**src/rtl/destuff_pkg.sv**
```systemverilog
// Shared types and constants for the bit-destuffing receiver.
package destuff_pkg;

   typedef enum logic {
      IDLE,
      RUN
   } state_t;

   localparam int RUN_LEN_DEF = 5;
   localparam int BAUD_MIN    = 2;

   // Baud values below the minimum cannot produce a distinct mid-bit sample point.
   function automatic int unsigned eff_period(input int unsigned baud);
      return (baud < BAUD_MIN) ? BAUD_MIN : baud;
   endfunction

endpackage

```
**src/rtl/baud_sampler.sv**
```systemverilog
// Latches the line-bit period at frame start and emits a mid-bit sample tick.
module baud_sampler
   import destuff_pkg::*;
#(
   parameter int BAUD_W = 8
) (
   input  logic              clk,
   input  logic              rst_n,
   input  logic              start,
   input  logic              enable,
   input  logic [BAUD_W-1:0] baudrate,
   output logic              sample_tick
);

   logic [BAUD_W-1:0] period_q, period_d;
   logic [BAUD_W-1:0] cnt_q, cnt_d;

   // The start cycle is line-bit cycle 0, so the counter resumes at 1.
   always_comb begin
      period_d = period_q;
      cnt_d    = '0;
      if (start) begin
         period_d = BAUD_W'(eff_period(32'(baudrate)));
         cnt_d    = BAUD_W'(1);
      end else if (enable) begin
         cnt_d = (cnt_q == period_q - BAUD_W'(1)) ? '0 : cnt_q + BAUD_W'(1);
      end
   end

   assign sample_tick = enable && (cnt_q == (period_q >> 1));

   always_ff @(posedge clk or negedge rst_n) begin
      if (!rst_n) begin
         period_q <= BAUD_W'(BAUD_MIN);
         cnt_q    <= '0;
      end else begin
         period_q <= period_d;
         cnt_q    <= cnt_d;
      end
   end

endmodule

```
**src/rtl/destuffer_rx.sv**
```systemverilog
// Receive-side destuffer: drops stuff bits, packs data bits MSB-first into words.
module destuffer_rx
   import destuff_pkg::*;
#(
   parameter int DATA_W  = 8,
   parameter int RUN_LEN = RUN_LEN_DEF,
   parameter int BAUD_W  = 8
) (
   input  logic              clk,
   input  logic              rst_n,
   input  logic              rxi,
   input  logic              rxin,
   input  logic [BAUD_W-1:0] baudrate,
   output logic [DATA_W-1:0] data_out,
   output logic              data_valid,
   input  logic              data_ready,
   output logic              frame_active,
   output logic              stuff_err,
   output logic              overrun,
   output logic              frag_err
);

   localparam int RUN_W  = $clog2(RUN_LEN + 1);
   localparam int BCNT_W = $clog2(DATA_W + 1);

   state_t              state_q, state_d;
   logic [RUN_W-1:0]    run_cnt_q, run_cnt_d;
   logic                last_q, last_d;
   logic [DATA_W-1:0]   shreg_q, shreg_d;
   logic [BCNT_W-1:0]   bit_cnt_q, bit_cnt_d;
   logic [DATA_W-1:0]   data_out_q, data_out_d;
   logic                data_valid_q, data_valid_d;
   logic                frame_active_q, frame_active_d;
   logic                stuff_err_q, stuff_err_d;
   logic                overrun_q, overrun_d;
   logic                frag_err_q, frag_err_d;

   logic start;
   logic enable;
   logic sample_tick;

   assign start  = (state_q == IDLE) && !rxi;
   assign enable = (state_q == RUN) && !rxi;

   baud_sampler #(
      .BAUD_W(BAUD_W)
   ) u_sampler (
      .clk        (clk),
      .rst_n      (rst_n),
      .start      (start),
      .enable     (enable),
      .baudrate   (baudrate),
      .sample_tick(sample_tick)
   );

   always_comb begin
      state_d      = state_q;
      run_cnt_d    = run_cnt_q;
      last_d       = last_q;
      shreg_d      = shreg_q;
      bit_cnt_d    = bit_cnt_q;
      data_out_d   = data_out_q;
      data_valid_d = data_valid_q && !data_ready;
      stuff_err_d  = 1'b0;
      overrun_d    = 1'b0;
      frag_err_d   = 1'b0;

      unique case (state_q)
         IDLE: begin
            if (!rxi) begin
               state_d   = RUN;
               run_cnt_d = '0;
               bit_cnt_d = '0;
               last_d    = 1'b0;
               shreg_d   = '0;
            end
         end
         RUN: begin
            if (rxi) begin
               state_d    = IDLE;
               frag_err_d = (bit_cnt_q != '0);
               bit_cnt_d  = '0;
            end else if (sample_tick) begin
               if (run_cnt_q == RUN_W'(RUN_LEN)) begin
                  // Stuff position: bit is dropped whether or not it is a legal inversion.
                  stuff_err_d = (rxin == last_q);
                  run_cnt_d   = RUN_W'(1);
                  last_d      = rxin;
               end else begin
                  run_cnt_d = (rxin == last_q && run_cnt_q != '0) ? run_cnt_q + RUN_W'(1)
                                                                 : RUN_W'(1);
                  last_d    = rxin;
                  shreg_d   = {shreg_q[DATA_W-2:0], rxin};
                  if (bit_cnt_q == BCNT_W'(DATA_W - 1)) begin
                     data_out_d   = shreg_d;
                     overrun_d    = data_valid_q && !data_ready;
                     data_valid_d = 1'b1;
                     bit_cnt_d    = '0;
                  end else begin
                     bit_cnt_d = bit_cnt_q + BCNT_W'(1);
                  end
               end
            end
         end
         default: state_d = IDLE;
      endcase

      frame_active_d = (state_d == RUN);
   end

   always_ff @(posedge clk or negedge rst_n) begin
      if (!rst_n) begin
         state_q        <= IDLE;
         run_cnt_q      <= '0;
         last_q         <= 1'b0;
         shreg_q        <= '0;
         bit_cnt_q      <= '0;
         data_out_q     <= '0;
         data_valid_q   <= 1'b0;
         frame_active_q <= 1'b0;
         stuff_err_q    <= 1'b0;
         overrun_q      <= 1'b0;
         frag_err_q     <= 1'b0;
      end else begin
         state_q        <= state_d;
         run_cnt_q      <= run_cnt_d;
         last_q         <= last_d;
         shreg_q        <= shreg_d;
         bit_cnt_q      <= bit_cnt_d;
         data_out_q     <= data_out_d;
         data_valid_q   <= data_valid_d;
         frame_active_q <= frame_active_d;
         stuff_err_q    <= stuff_err_d;
         overrun_q      <= overrun_d;
         frag_err_q     <= frag_err_d;
      end
   end

   assign data_out     = data_out_q;
   assign data_valid   = data_valid_q;
   assign frame_active = frame_active_q;
   assign stuff_err    = stuff_err_q;
   assign overrun      = overrun_q;
   assign frag_err     = frag_err_q;

endmodule

```
**config.mk**
```make
export PLATFORM = sky130hd
export DESIGN_NAME = destuffer_rx
export DESIGN_NICKNAME = d
export VERILOG_FILES = /design/src/rtl/destuff_pkg.sv /design/src/rtl/baud_sampler.sv /design/src/rtl/destuffer_rx.sv
export SDC_FILE = /design/constraint.sdc
export NUM_CORES = 1
export LEC_CHECK = 0
export CAP_MARGIN = 20
export CORE_AREA = 2 2 67 69
export CTS_CLUSTER_SIZE = 28
export DETAILED_ROUTE_END_ITERATION = 10
export DIE_AREA = 0 0 69 71
export HOLD_SLACK_MARGIN = 0.02
export MAX_ROUTING_LAYER = met4
export PLACE_DENSITY = 0.86
export SYNTH_ARGS = -nofsm -noshare
export SYNTH_HDL_FRONTEND = slang
export SYNTH_HIERARCHICAL = 1
export SYNTH_SLANG_ARGS = --single-unit
```
**constraint.sdc**
```tcl
create_clock -name clk -period 3.5 [get_ports clk]
set_clock_uncertainty 0.05 [all_clocks]
set_input_delay 0.525 -clock clk [delete_from_list [all_inputs] [get_ports clk]]
set_output_delay 0.525 -clock clk [all_outputs]
set_load 0.01 [all_outputs]
```
==> notes.md, run 1 <==
Here are the numbers from the latest Yosys + OpenROAD run.

After detailed routing, the met3 layer carries 145 um of wire. Grouping stages by cell kind, the critical path spends the most delay in simple AND/OR/NAND/NOR gates. The overall overflow remaining after global route came out at 0. The clock-net power came out at 0.331 mW. The CTS clock-pin slew for the worst setup and hold paths is 80 ps. The number of slew-limit violations in the final report is 0.

Summed over all combinational cells, the power is 0.159 mW. The total number of cells along the worst setup path came out at 8. The register share after synthesis is 45.5%.

STA reports the tightest min-delay check as being of type flip-flop to flip-flop. The TritonCTS clock tree is built. The critical path's slowest stage uses the library cell nor4_1. The die footprint came out at 0.00490 sq mm. The via count of the first global-routing pass came out at 1849.

The synthesis log from Yosys contains 6 warnings. Of all the cell area in the finished design, non-clock buffers hold 10.6%. The width of the die is 69 um.

The number of detailed-route iterations in the first pass is 4. The most common cell in the synthesized netlist is dfrtp_1. The met2 layer wire length in the routed design is 2.45 mm. The time the final worst path needs with I/O delays and setup is 2870 ps. According to the CTS report, the clock sink count is 44. The HPWL after detailed placement is 3.36 mm. Post-CTS repair changed the size of 0 cells. The tally of unique sky130hd cells used after synthesis is 54. The maximum fanout encountered on the critical timing path came out at 10. The post-detailed-route DRC marker count came out at 0. The flop count is 44. The cell sitting at the root of the clock tree is a clkbuf_8. The number of enable flip-flop cells came out at 0. In the finished design, the share of the clock period the worst path needs comes to 82.0%.

In this run the power density over the cells is 380 mW/mm^2. The worst hold endpoint is data_out[7]. The switching fraction of total power is 27.1%. The I/O pin count is 26. The worst endpoint data arrival time is 3000 ps. The count of cells along the worst hold path is 1.

The leakage power of the design came out at 1.25 nW. Walking the worst path, the cells encountered are clkdlybuf4s50_1 -> nand2b_2 -> inv_2 -> nand3b_1 -> nor4_1 -> a21boi_1 -> and3_1 -> mux2_1. The final-layout setup total negative slack came out at 0 ps. Per the synthesis report, the dominant area consumer among library cells is dfrtp_1. The largest net degree at the start of global routing came out at 45. The flip-flop and latch area came out at 0.00110 sq mm. Summed over its instances, the top area cell type makes up 44.4% of the synthesized netlist area. The total power came out at 1.07 mW.

The actual slew at the worst max-slew pin is 813 ps. The multi-input combinational cell count came out at 167. The number of design-rule violations left by the first detailed-router iteration is 97.

STA classifies the critical path endpoint as a flip-flop. The met1 track utilization from global routing came out at 27.4%. Clock buffers in the final layout number 7. The total instance count after detailed placement is 306.

The share of total power dissipated in sequential elements is 54.2%. In the final layout, the multi-input gates occupy 0.00120 sq mm. Setup repair after global routing left no endpoint under its margin. For reference, the placement row count at floorplan is 24. In this run the tool buffered the top-level ports with 25 buffer cells. At the worst endpoint, the required time is 3630 ps. The cell-mix breakdown from Yosys lists the XOR/XNOR area share as 8.32%. The floorplan core area is 0.00420 sq mm.

Among the non-sequential cells, simple AND/OR/NAND/NOR gates take the most area. The worst setup path is launched from an input pin. The synthesis run shows the most used standard cells to be dfrtp_1 (43), nand2_1 (26), xnor2_1 (16).

The first global-routing pass estimated 8.49 mm of wire. The biggest slice of the total power is consumed by sequential cells. The tally of non-filler cells in the final layout came out at 316.

The share of flip-flops with an asynchronous set or reset after synthesis is 100%. The routed length per instance is 15.2 um. According to the timing report, the critical path is captured at data_out[2]. The gate count after technology mapping is 237. The highest layer touched by signal routing is met4. The layout report gives the register share of total cell area as 39.1%. The logic share of the area is 42.7%. The number of antenna diodes in the final layout is 0. The placed standard-cell area is 0.00269 sq mm. Per the area breakdown, the dominant cell category is multi-input combinational cells. Per the finish-stage timing summary, setup violations number 0. The worst path meets setup with 629 ps of slack. The placement summary gives the final routability congestion estimate as 0.787. The tally of nets with antenna violations remaining after routing is 0. The total clock buffers created by CTS came out at 5. The share of layout cells above drive strength 1 is 8.33%. The area reported by Yosys stat is 0.00242 sq mm.

By area the synthesized netlist is led by dfrtp_1 (44%), xnor2_1 (5.8%), nand2_1 (4.0%). The fraction of area in clock buffers and inverters came out at 3.33%. The number of nets at the end of the flow came out at 283. The post-synthesis to final-layout area growth is 16.4%. The share of power burned in combinational logic came out at 14.9%. The mapped cell area came out at 0.00242 sq mm. The height of the chip came out at 71 um. The depth of the most critical reg-to-reg path came out at 6.

The internal portion of total power is 0.780 mW. The worst hold path startpoint is data_out[7]. The initial antenna violation count is 0. The met1 layer wirelength in the final routing came out at 2.12 mm. Looking at the setup timing report, the critical path kind is input pin to flip-flop.

The global-route met3 utilization is 4.84%. The number of failing hold endpoints at the final stage is 0. The total global routing track utilization is 22.1%. The share of total power dissipated in the clock network is 30.9%. The initial cell density of the core is 57.6%.

The final standard cell utilization of the core is 67.0%. The run finished with clean final reports. The timing report gives the biggest stage delay along the critical path as 560 ps. The worst setup path startpoint is rxi. The layout stage reports a final design area of 0.00282 sq mm. The share of synthesized cell area in and, or, nand and nor gates came out at 17.4%. The largest buffer count on any clock path came out at 2.

Fill cells in the final layout number 333.
==> run 1: registers in the layout (all words and copies together), names as in the netlist <==
name                flops
data_out                8
data_valid              1
frame_active            1
stuff_err               1
last_q                  1
u_sampler/period_q      8
overrun                 1
bit_cnt_q               4
shreg_q                 7
u_sampler/cnt_q         8
run_cnt_q               3
frag_err                1
==> run 1: worst reg2reg max path, delay by kind of cell, from the launching register on <==
kind / cells / cell delay (ps)
compound gates: 1 / 270
xor+xnor: 1 / 130
flops: 1 / 590
mux: 1 / 370
simple gates: 3 / 1100
==> run 1: what timing repair did <==
item | in CTS | in global routing
setup endpoints to repair | 0 | 0
hold buffers | 0 | 1
hold endpoints to repair | 0 | 5
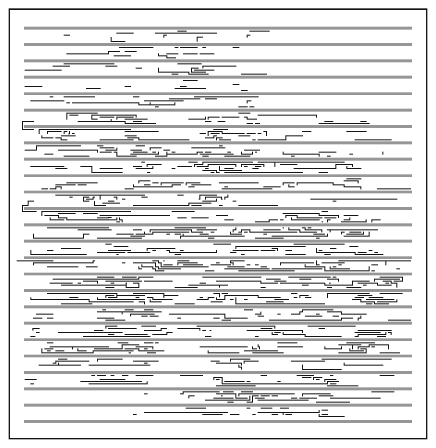
Figure 1: run 1, the metal 1 layer.
Supply wires on this layer in gray.
share of all routed wire	44%
nets with wire on the layer	256
wire length on this layer	2120 um
longest straight run	17.5 um
main direction	horizontal

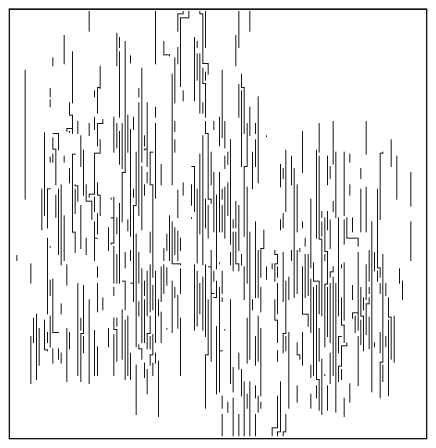
Figure 2: run 1, met2 routing.
nets with wire on the layer	238
longest straight run	28.2 um
grt met2 use: 35.4%
wirelength, routed: 4.82 mm

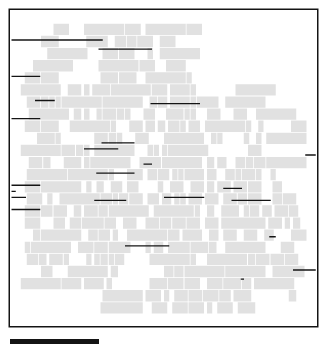
Figure 3: run 1, the metal 3 layer.
Bar = 20 um. Cells faint in the background.
main direction	horizontal
nets with wire on the layer	17
wire length on this layer	146 um

==> run 2, diff against run 1 <==
Settings changed: CORE_AREA 2 2 67 69 to 2 2 72 74, DIE_AREA 0 0 69 71 to 0 0 74 76, PLACE_DENSITY 0.86 to 0.79.
Clock period 3.5 ns to 2.6 ns, I/O delays scaled along.
==> run 2 against run 1 <==
Net effect: routed wire length fell by 2.2%; synthesized area did not move; setup slack got worse by 400 ps; worst hold slack improved by 0.63 ps; critical path depth did not move; combinational power rose by 45%; via count barely moved; power rose by 34%; final area rose by 3.3%; sequential power rose by 33%; critical endpoint is now u_sampler/cnt_q[0]; largest cell class unchanged.
==> notes.md, run 2 <==
Here are the numbers from the latest Yosys + OpenROAD run.

The flow ran to the end, and the final reports show no timing, DRC or antenna violations. The worst endpoint data arrival time was 2500 ps (-500 ps). Per the skew report, the later register of the worst-skew pair sees a clock latency of 290 ps. The tally of non-filler cells in the final layout is 344 (+8.9%).

The gate count after technology mapping is 237 (unchanged). The total power is 1.43 mW (+34%). Per the Yosys statistics, synthesis produced 237 cells.

The detailed router used layers up to and including met4. The critical path's slowest cell is dfstp_2. The post-detailed-route DRC marker count is 0 (unchanged). The number of antenna repair diodes is 0 (unchanged). The met2 global-route usage is 32.7% (-2.7 points).

The share of synthesized cell area in and-or and or-and compound cells came out at 13.9%. The highest supply drop recorded on VDD is 0.000322 V. The number of gates resized after cts is 0 (unchanged). The number of nets at the end of the flow is 293 (+3.5%). The number of failing hold endpoints at the final stage was 0 (unchanged). The required time of the critical path is 2730 ps (-900 ps). The placed standard-cell area is 0.00281 sq mm (+4.4%). Walking the worst path, the cells encountered are inv_1 -> ha_1 -> nor2b_1 -> or3_1 -> a31o_1 -> a2111oi_4 -> buf_4 -> o21bai_1. The depth of the most critical reg-to-reg path came out at 8 (+2).

Setup repair after global routing left no endpoint under its margin. The time the final worst path needs with I/O delays and setup is 2370 ps. For reference, the top logic cell family by area is simple AND/OR/NAND/NOR gates. The register share after synthesis is 45.5% (unchanged). The total detailed-routing wirelength came out at 4.71 mm (-2.2%).

The critical setup path kind is flip-flop to flip-flop. The buffers inserted during post-CTS setup optimization came out at 0. The library cell used as clock root buffer is clkbuf_8.

The number of slew-limit violations in the final report is 0 (unchanged). The worst setup path is launched from a flip-flop. The synthesis report names the predominant flop master as dfrtp_1. The placement-stage worst setup slack is -54.4 ps.

The number of levels the H-tree was split into came out at 2. The TritonCTS clock tree is built. The synthesis report lists the most area-consuming cells as dfrtp_1 (44%), xnor2_1 (5.8%), nand2_1 (4.0%). The area reported by Yosys stat is 0.00242 sq mm (unchanged). The number of detailed-route iterations in the first pass is 4 (unchanged). The maximum fanout encountered on the critical timing path is 8 (-2).

The number of synthesis warnings came out at 6 (unchanged). The worst setup path is captured at a flip-flop. By count the netlist is led by dfrtp_1 (43), nand2_1 (26), xnor2_1 (16). The initial cell density of the core was 49.3% (-8.3 points). The total instance count after detailed placement came to 335 (+9.5%). The via count of the first global-routing pass is 1888 (+2.1%).

The number of rows created at floorplan came out at 26 (+8.3%). The post-synthesis area per instance came out at 10.2 sq um. The mapped cell area came out at 0.00242 sq mm (unchanged). In this run the register-to-register setup slack is 230 ps. The final weighted congestion of routability-driven global placement came out at 0.862 (+9.6%). The largest net degree at the start of global routing is 29 (-36%). The share of flip-flops with an asynchronous set or reset after synthesis is 100% (unchanged). The floorplan core area is 0.00491 sq mm (+17%). The HPWL after detailed placement is 3.49 mm (+4.0%). The initial antenna violation count came to 0 (unchanged). The share of synthesized cell area in and, or, nand and nor gates came out at 17.4% (unchanged). The launching point of the worst reg2reg path is u_sampler/period_q[1]. After detailed routing, the number of vias per cell comes to 5.32. The count of warning messages emitted by the tools is 29. The height of the chip came out at 76 um (+7.0%).

The largest buffer count on any clock path is 2 (unchanged). Per the timing report, the most critical flop-to-flop path finishes at u_sampler/cnt_q[0]. Synthesis inferred 44 register bits. The number of design-rule violations left by the first detailed-router iteration came out at 99 (+2.1%).

The final standard cell utilization of the core came out at 59.3% (-7.8 points). The worst hold endpoint is data_valid. The share of the synthesized area in the top cell type is 44.4% (unchanged). The hold-fix buffer count after cts is 1 (+1). By instance count after routing, the leading logic cell types are dfrtp_1 (43), nand2_1 (26), clkdlybuf4s50_1 (24). The power density of the placed cells was 491 mW/mm^2 (+29%).

The post-synthesis to final-layout area growth came out at 20.3%. The final setup violation count is 0 (unchanged). The worst setup path startpoint is u_sampler/period_q[1]. The width of the die came out at 74 um (+7.2%). The number of enable flip-flop cells came to 0 (unchanged).

The tally of unique sky130hd cells used after synthesis came out at 54 (unchanged). Post-route period utilization is reported as 91.1%. The leakage power of the design came out at 1.30 nW (+4.0%). The total nets after synthesis came out at 257.

The total non-filler cell area in the finished layout came to 0.00291 sq mm (+3.3%). The most common cell in the synthesized netlist is dfrtp_1. For reference, the critical path is captured by u_sampler/cnt_q[0]. The share of layout cells above drive strength 1 is 11.3% (+3.0 points). The routed length on met3 came out at 138 um (-4.8%). The routed length per instance is 13.7 um (-10%). The tally of nets with antenna violations remaining after routing is 0 (unchanged). In this run the worst hold path is classified as flip-flop to flip-flop. The global-route met3 utilization is 4.37% (-0.48 points). The actual slew at the worst max-slew pin is 489 ps (-324 ps). The die footprint is 0.00562 sq mm (+15%). The wire length of the first global-routing pass came out at 8.42 mm (-0.81%). The total global routing track utilization came out at 19.6% (-2.5 points).

The count of cells along the worst hold path is 1 (unchanged). The fmax is 422 MHz. Per the hold report, the tightest min-delay path originates at data_valid. The longest individual stage delay on the worst path was 580 ps (+20 ps). The post-route worst setup slack is 232 ps (-397 ps). Max-cap violations in this run came to 0.

The overall overflow remaining after global route came out at 0 (unchanged). The xor/xnor share of the synthesized area is 8.32% (unchanged). The total clock buffers created by CTS came out at 5 (unchanged).

Among logic cells in the layout, the one with the most instances is dfrtp_1. The adder and majority gate portion of the synthesized area came out at 3.62%. The I/O pin count is 26 (unchanged). The CTS clock-pin slew for the worst setup and hold paths came out at 80 ps (about the same). The final-layout setup total negative slack came out at 0 ps (unchanged). The mux contribution to synthesized area is 6.46%.

The post-route worst hold slack came out at 443 ps. The number of I/O port buffers came to 25 (unchanged). Looking at area per cell type in the netlist, the leader is dfrtp_1. The most used routing layer in global routing is met2.

The met1 layer wirelength in the final routing is 2.06 mm (-2.8%). The met2 layer wire length in the routed design is 2.45 mm (unchanged). The clock sink count is 44 (unchanged).

The relative slew slack is 67.0%.
## run 2: cell counts after synthesis
No cell type changed its count.
## run 2: final cells by class
cell class                      instances  area (sq um)
Tap cell                               70          87.6
Sequential cell                        44          1100
Timing Repair Buffer                   40           373
Inverter                               15          56.3
Multi-Input combinational cell        167          1200
Fill cell                             412          2000
Clock buffer                            8          90.1
## run 2: worst max-delay path: cells and delay by family, from the launching register on
family                     cells  cell delay [ps]
adders and majority gates      1              220
and+or+nand+nor                2              480
AOI/OAI and AO/OA              3              670
DFF                            1              580
buffers and inverters          2              270
## run 2: power by group
group	switching (mW)	internal (mW)	total [mW]
Clock	0.214	0.217	0.431
Combinational	0.114	0.116	0.230
Sequential	0.0444	0.725	0.769
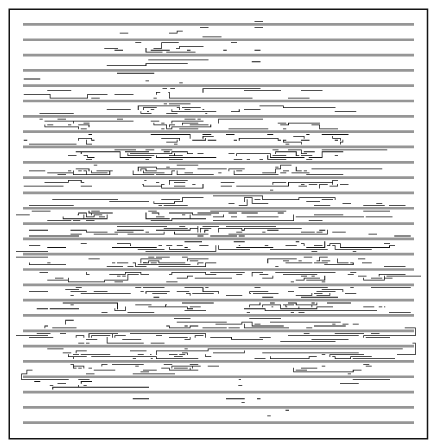
Figure 4: run 2, the metal 1 layer.
Supply wires on this layer in gray.
longest straight run	34.5 um
share of all routed wire	44%
nets with wire on the layer	254
main direction	horizontal
wire length on this layer	2060 um
grt met1 use: 23.8%
detailed-route via count: 1829

==> run 3, diff against run 2 <==
Settings changed: CTS_CLUSTER_SIZE 28 to 25.
==> run 3 against run 2 <==
Net effect: die size is the same; critical path depth unchanged; via count unchanged; non-clock buffer count did not move; sequential power hardly changed; flip-flop count did not move; clock power about the same; worst hold slack unchanged; critical endpoint unchanged; highest routed layer unchanged.
==> notes.md, run 3 <==
Here are the numbers from the latest Yosys + OpenROAD run.

The vias per cell is 5.32 (unchanged). The floorplan core area is 0.00491 sq mm (unchanged). The logic area came out at 0.00120 sq mm (unchanged).

The xor/xnor share of the synthesized area is 8.32% (unchanged). The setup slack of the worst register-to-register path is 230 ps (about the same). The die footprint is 0.00562 sq mm (unchanged). The number of failing hold endpoints at the final stage came out at 0 (unchanged). The reported max-cap violation count came out at 0 (unchanged).

In the final design, more cell area goes to multi-input combinational cells than to any other class. The post-detailed-route DRC marker count is 0 (unchanged). The share of synthesized cell area in and-or and or-and compound cells came out at 13.9% (unchanged).

The mapped cell area is 0.00242 sq mm (unchanged). The most instantiated flip-flop cell in the synthesis netlist is dfrtp_1. The share of flip-flops with an asynchronous set or reset after synthesis was 100% (unchanged). The clock sink count was 44 (unchanged). The flow ran to the end, and the final reports show no timing, DRC or antenna violations. The tally of non-filler cells in the final layout is 344 (unchanged).

The fraction of area in clock buffers and inverters was 3.09% (unchanged). The relative slew slack came out at 67.0% (unchanged). The share of synthesized cell area in and, or, nand and nor gates came out at 17.4% (unchanged).

The flop share of the area came out at 37.9% (unchanged). The height of the chip is 76 um (unchanged). The longest individual stage delay on the worst path is 580 ps (about the same). The number of well-tap cells placed came out at 70 (unchanged).

The register share after synthesis is 45.5% (unchanged). The most frequent logic cell in the layout is dfrtp_1. The post-synthesis cell type with the largest combined area is dfrtp_1. The worst supply voltage drop on vdd is 0.000322 V (unchanged).

The met1 layer wirelength in the final routing is 2.06 mm (unchanged). The mux contribution to synthesized area came out at 6.46% (unchanged). The post-route worst hold slack is 443 ps (unchanged). The number of non-clock inverters is 15 (unchanged).

In the post-synthesis netlist, the cell with the most instances is dfrtp_1. Among the non-sequential cells, simple AND/OR/NAND/NOR gates take the most area. In the post-synthesis netlist, the biggest area contributors are dfrtp_1 (44%), xnor2_1 (5.8%), nand2_1 (4.0%). The final-layout setup total negative slack came out at 0 ps (unchanged). The number of register bits inferred by synthesis is 44 (unchanged).

The tally of unique sky130hd cells used after synthesis came out at 54 (unchanged). The leakage power of the design was 1.30 nW (unchanged). The worst endpoint data arrival time is 2500 ps (about the same).

The power density of the placed cells came out at 491 mW/mm^2 (unchanged). The largest net degree at the start of global routing is 29 (unchanged). STA classifies the critical path startpoint as a flip-flop.

The logic share of the area is 41.3% (unchanged). The number of gates resized after cts came to 0 (unchanged). Setup repair after global routing left no endpoint under its margin. The yosys cell count came out at 237 (unchanged). The routed length per instance is 13.7 um (unchanged).

The total nets after synthesis is 257 (unchanged). The share of the synthesized area in the top cell type came out at 44.4% (unchanged). The total clock buffers created by CTS came out at 5 (unchanged). The buffers inserted during post-CTS setup optimization is 0 (unchanged). The number of detailed-route iterations in the first pass was 4 (unchanged). The largest buffer count on any clock path came out at 2 (unchanged). The final setup violation count is 0 (unchanged). The overall overflow remaining after global route is 0 (unchanged).

The met2 global-route usage came to 32.7% (unchanged). In this run the top signal layer used is met4. The number of levels the H-tree was split into came to 2 (unchanged).

The hold-fix buffer count after cts came out at 1 (unchanged). The depth of the most critical reg-to-reg path came out at 8 (unchanged). The number of synthesis warnings is 6 (unchanged).

The I/O pin count came out at 26 (unchanged). The placement-stage worst setup slack is -54.4 ps (unchanged). The number of enable flip-flop cells came out at 0 (unchanged).
## run 3: cell counts in the layout (fill, tap and decap cells not counted)
Identical to the previous run, type by type.
## run 3: where the power goes
part,internal (mW),switching (mW)
Sequential,0.725,0.0444
Clock,0.217,0.214
Combinational,0.116,0.114
## run 3: worst paths after layout
kind | start | endpoint
setup / recovery | u_sampler/period_q[1] | u_sampler/cnt_q[0]
hold / removal | data_valid | data_valid
setup reg to reg | u_sampler/period_q[1] | u_sampler/cnt_q[0]
hold reg to reg | data_valid | data_valid
max in group asynchronous | rst_n | u_sampler/period_q[1]
min in group asynchronous | rst_n | u_sampler/period_q[4]
## run 3: cells by family after synthesis
group	Yosys count
AND-OR/OR-AND	44
XOR/XNOR	23
adder cells (fa/ha/maj)	7
buffers and inverters	26
flip-flops	44
multiplexers	14
AND/OR/NAND/NOR	79
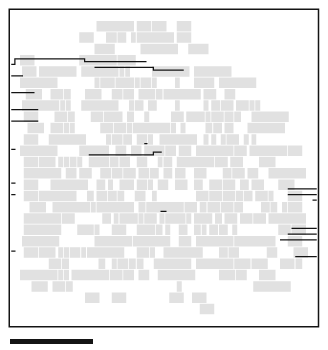
Figure 5: run 3, the metal 3 layer.
Bar = 20 um. Cells faint in the background.
share of all routed wire	2.9%
main direction	horizontal
longest straight run	16.8 um
wire length on this layer	138 um
wirelength, routed: 4.71 mm
met3 track utilization from global routing: 4.37%

Power is estimated from default activity; no workload was simulated.
